<file path="src/rtl/dadda_signed_mult_ctrl.sv">
// rtl/dadda_signed_mult_ctrl.sv - valid/ready signed/unsigned wrapper around a 32x32 carry-save multiplier core
// The core is purely combinational; the wrapper holds its operands in registers until the product is captured.

module dadda_multiplier (
    input  logic [31:0] a,
    input  logic [31:0] b,
    output logic [63:0] product
);
    // Partial products are compressed with rows of 3:2 counters until two rows remain.
    function automatic logic [63:0] csa_tree(input logic [31:0] x, input logic [31:0] y);
        logic [63:0] rows [32];
        logic [63:0] nxt  [32];
        int n;
        int m;
        for (int i = 0; i < 32; i++) begin
            rows[i] = y[i] ? (64'(x) << i) : 64'd0;
        end
        n = 32;
        for (int s = 0; s < 8; s++) begin
            if (n > 2) begin
                m = 0;
                for (int i = 0; i < 32; i++) begin
                    nxt[i] = 64'd0;
                end
                for (int i = 0; i < 30; i += 3) begin
                    if (i + 2 < n) begin
                        nxt[5'(m)]     = rows[i] ^ rows[i+1] ^ rows[i+2];
                        nxt[5'(m + 1)] = ((rows[i] & rows[i+1]) | (rows[i] & rows[i+2])
                                        | (rows[i+1] & rows[i+2])) << 1;
                        m = m + 2;
                    end
                end
                for (int i = 0; i < 32; i++) begin
                    if (i >= n - (n % 3) && i < n) begin
                        nxt[5'(m)] = rows[i];
                        m = m + 1;
                    end
                end
                for (int i = 0; i < 32; i++) begin
                    rows[i] = nxt[i];
                end
                n = m;
            end
        end
        return rows[0] + rows[1];
    endfunction

    assign product = csa_tree(a, b);
endmodule

module dadda_signed_mult_ctrl #(
    parameter int WIDTH         = 32,
    parameter int SETTLE_CYCLES = 1
) (
    input  logic               clk,
    input  logic               rst,
    input  logic               in_valid,
    output logic               in_ready,
    input  logic               signed_mode,
    input  logic [WIDTH-1:0]   a,
    input  logic [WIDTH-1:0]   b,
    output logic               out_valid,
    input  logic               out_ready,
    output logic [2*WIDTH-1:0] product,
    output logic               busy
);
    typedef enum logic [1:0] {IDLE, MUL, DONE} state_t;

    state_t               state;
    state_t               state_next;
    logic [WIDTH-1:0]     mag_a;
    logic [WIDTH-1:0]     mag_b;
    logic                 neg;
    logic [3:0]           cnt;
    logic [2*WIDTH-1:0]   core_product;
    logic [WIDTH-1:0]     abs_a;
    logic [WIDTH-1:0]     abs_b;

    // Negating 2^31 in 32 bits yields 2^31 again, which is the correct unsigned magnitude.
    assign abs_a = (signed_mode && a[WIDTH-1]) ? -a : a;
    assign abs_b = (signed_mode && b[WIDTH-1]) ? -b : b;

    dadda_multiplier u_core (
        .a       (mag_a),
        .b       (mag_b),
        .product (core_product)
    );

    always_comb begin
        state_next = state;
        case (state)
            IDLE:    if (in_valid) state_next = MUL;
            MUL:     if (cnt == 4'd0) state_next = DONE;
            DONE:    if (out_ready) state_next = IDLE;
            default: state_next = IDLE;
        endcase
    end

    always_ff @(posedge clk or posedge rst) begin
        if (rst) begin
            state   <= IDLE;
            mag_a   <= '0;
            mag_b   <= '0;
            neg     <= 1'b0;
            cnt     <= 4'd0;
            product <= '0;
        end else begin
            state <= state_next;
            if (state == IDLE && in_valid) begin
                mag_a <= abs_a;
                mag_b <= abs_b;
                neg   <= signed_mode & (a[WIDTH-1] ^ b[WIDTH-1]);
                cnt   <= 4'(SETTLE_CYCLES - 1);
            end
            if (state == MUL) begin
                if (cnt == 4'd0) begin
                    product <= neg ? -core_product : core_product;
                end else begin
                    cnt <= cnt - 4'd1;
                end
            end
        end
    end

    assign in_ready  = (state == IDLE);
    assign out_valid = (state == DONE);
    assign busy      = (state != IDLE);
endmodule

</file>
<file path="config.mk">
export PLATFORM = sky130hd
export DESIGN_NAME = dadda_signed_mult_ctrl
export DESIGN_NICKNAME = d
export VERILOG_FILES = /design/src/rtl/dadda_signed_mult_ctrl.sv
export SDC_FILE = /design/constraint.sdc
export NUM_CORES = 2
export LEC_CHECK = 0
export CAP_MARGIN = 20
export CORE_MARGIN = 2
export CORE_UTILIZATION = 65
export CTS_BUF_LIST = sky130_fd_sc_hd__clkbuf_4 sky130_fd_sc_hd__clkbuf_8
export CTS_CLUSTER_DIAMETER = 40
export DETAILED_ROUTE_END_ITERATION = 8
export PLACE_DENSITY = 0.82
export SETUP_SLACK_MARGIN = 0.3
export SLEW_MARGIN = 20
export SYNTH_ARGS = -nofsm -noshare
export SYNTH_HDL_FRONTEND = slang
export SYNTH_SLANG_ARGS = --single-unit
</file>
<file path="constraint.sdc">
create_clock -name clk -period 8.64 [get_ports clk]
set_input_delay 2.592 -clock clk [delete_from_list [all_inputs] [get_ports clk]]
set_output_delay 2.592 -clock clk [all_outputs]
set_load 0.1 [all_outputs]
</file>
Figure 1. Supply network.
Scale bar: 50 microns. Pins as bars on the die edge. Tap cells in grey.
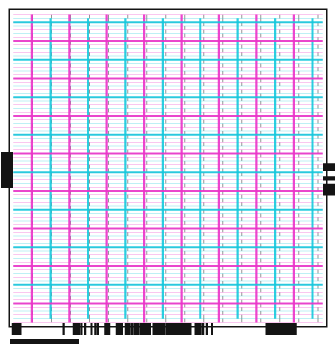
| net | colour |
|---|---|
| VDD | cyan |
| VSS | magenta |
met4 straps: 16
rows: 82
area of the core: 0.05007 sq mm
die width: 229.2 microns

Figure 2. Cells coloured by class.
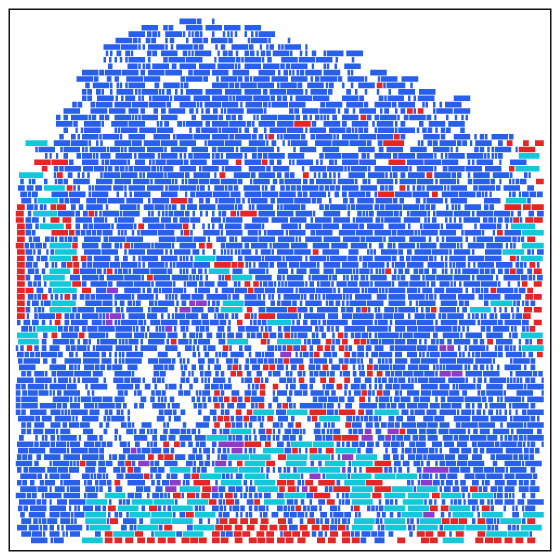
| class | colour | cells | share of their area |
|---|---|---|---|
| all other logic | blue | 3289 | 82% |
| clock drivers and dummy loads | purple | 32 | 1.1% |
| flip-flops | cyan | 127 | 8.9% |
| other buffers and delay cells | red | 316 | 8.4% |
row cnt: 82
flop share of the area: 8.707%
Layout Cell Area excl Fill: 0.03719 sq mm

==> metrics.csv <==
metric,value,unit
dominantRegCellSynth,dfrtp_1,
period_used_share,95.64,%
cpMostUsedCell,fa_1,
critical_path_arrival,8.65,ns
crit_path_end_kind,flop,
r2r_slack,0.38,ns
grt_pass1_wl,140800,microns
routed.top_layer,met4,
grt_busiest_layer,met2,
skew,0.01987,ns
netlist_instances,3615,
whs,0.4809,ns
gr-usage-met3,4.719,%
met1_usage,42.51,%
min_path_cells,1,
postCtsSetupRepairBufs,10,
place_congestion,0.9802,
num-fill-cells,3540,
final_cells,4437,
reg2reg_depth,28,
setup.worst_path.class,flop to flop,
final-clk-cell-share,1.073,%
final_max_slew_viol_count,0,
synth_area,0.03297,sq mm
hp-start,product[60],
htree_levels,4,
netlist-cell-type-count,81,
fp_util,65.85,%
clk_latency,0.50,ns
dp_cells,4365,
edf_count,0,
num-multi-input-gates,2731,
wl_met2,44490,microns
logic_family,adder cells,
maxCapViolations,0,
drt-pass1-iter-count,7,
cts_tree,done,
r2r-start,mag_a[8],
cp_top_family,adder cells,
io_buffers,128,
grt-ovfl-total,0,
route.met3.wl,6457,microns
grt_pass1_vias,27900,
finalCriticalPeriod,8.263,ns
hold_class,flop to flop,
clockBufferDepth,2,
chipArea,0.05254,sq mm
drt_iter0_drc,2050,
holdBufCountCts,0,
post_dp_cell_area,0.03571,sq mm
cts-resized-gates,47,
drt-total-wl,88710,microns
status,finished clean,
synth.area.top_cells,"fa_1 40%, and2_1 10%, ha_1 10%",
clk_pin_slew,0.09,ns
min_to,product[60],
wl_met1,33400,microns
grt_use_total,33.89,%
Figure 3. Clock distribution.
Scale bar: 50 microns.
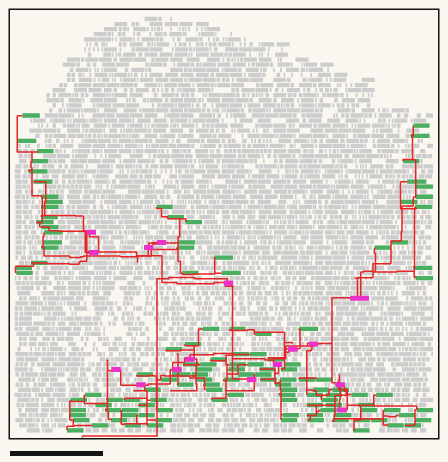
[clock wires] red | length: 2220 microns
[cells driving clock nets] magenta | count: 17
[flip-flops] green | count: 127
routed clock nets: 18

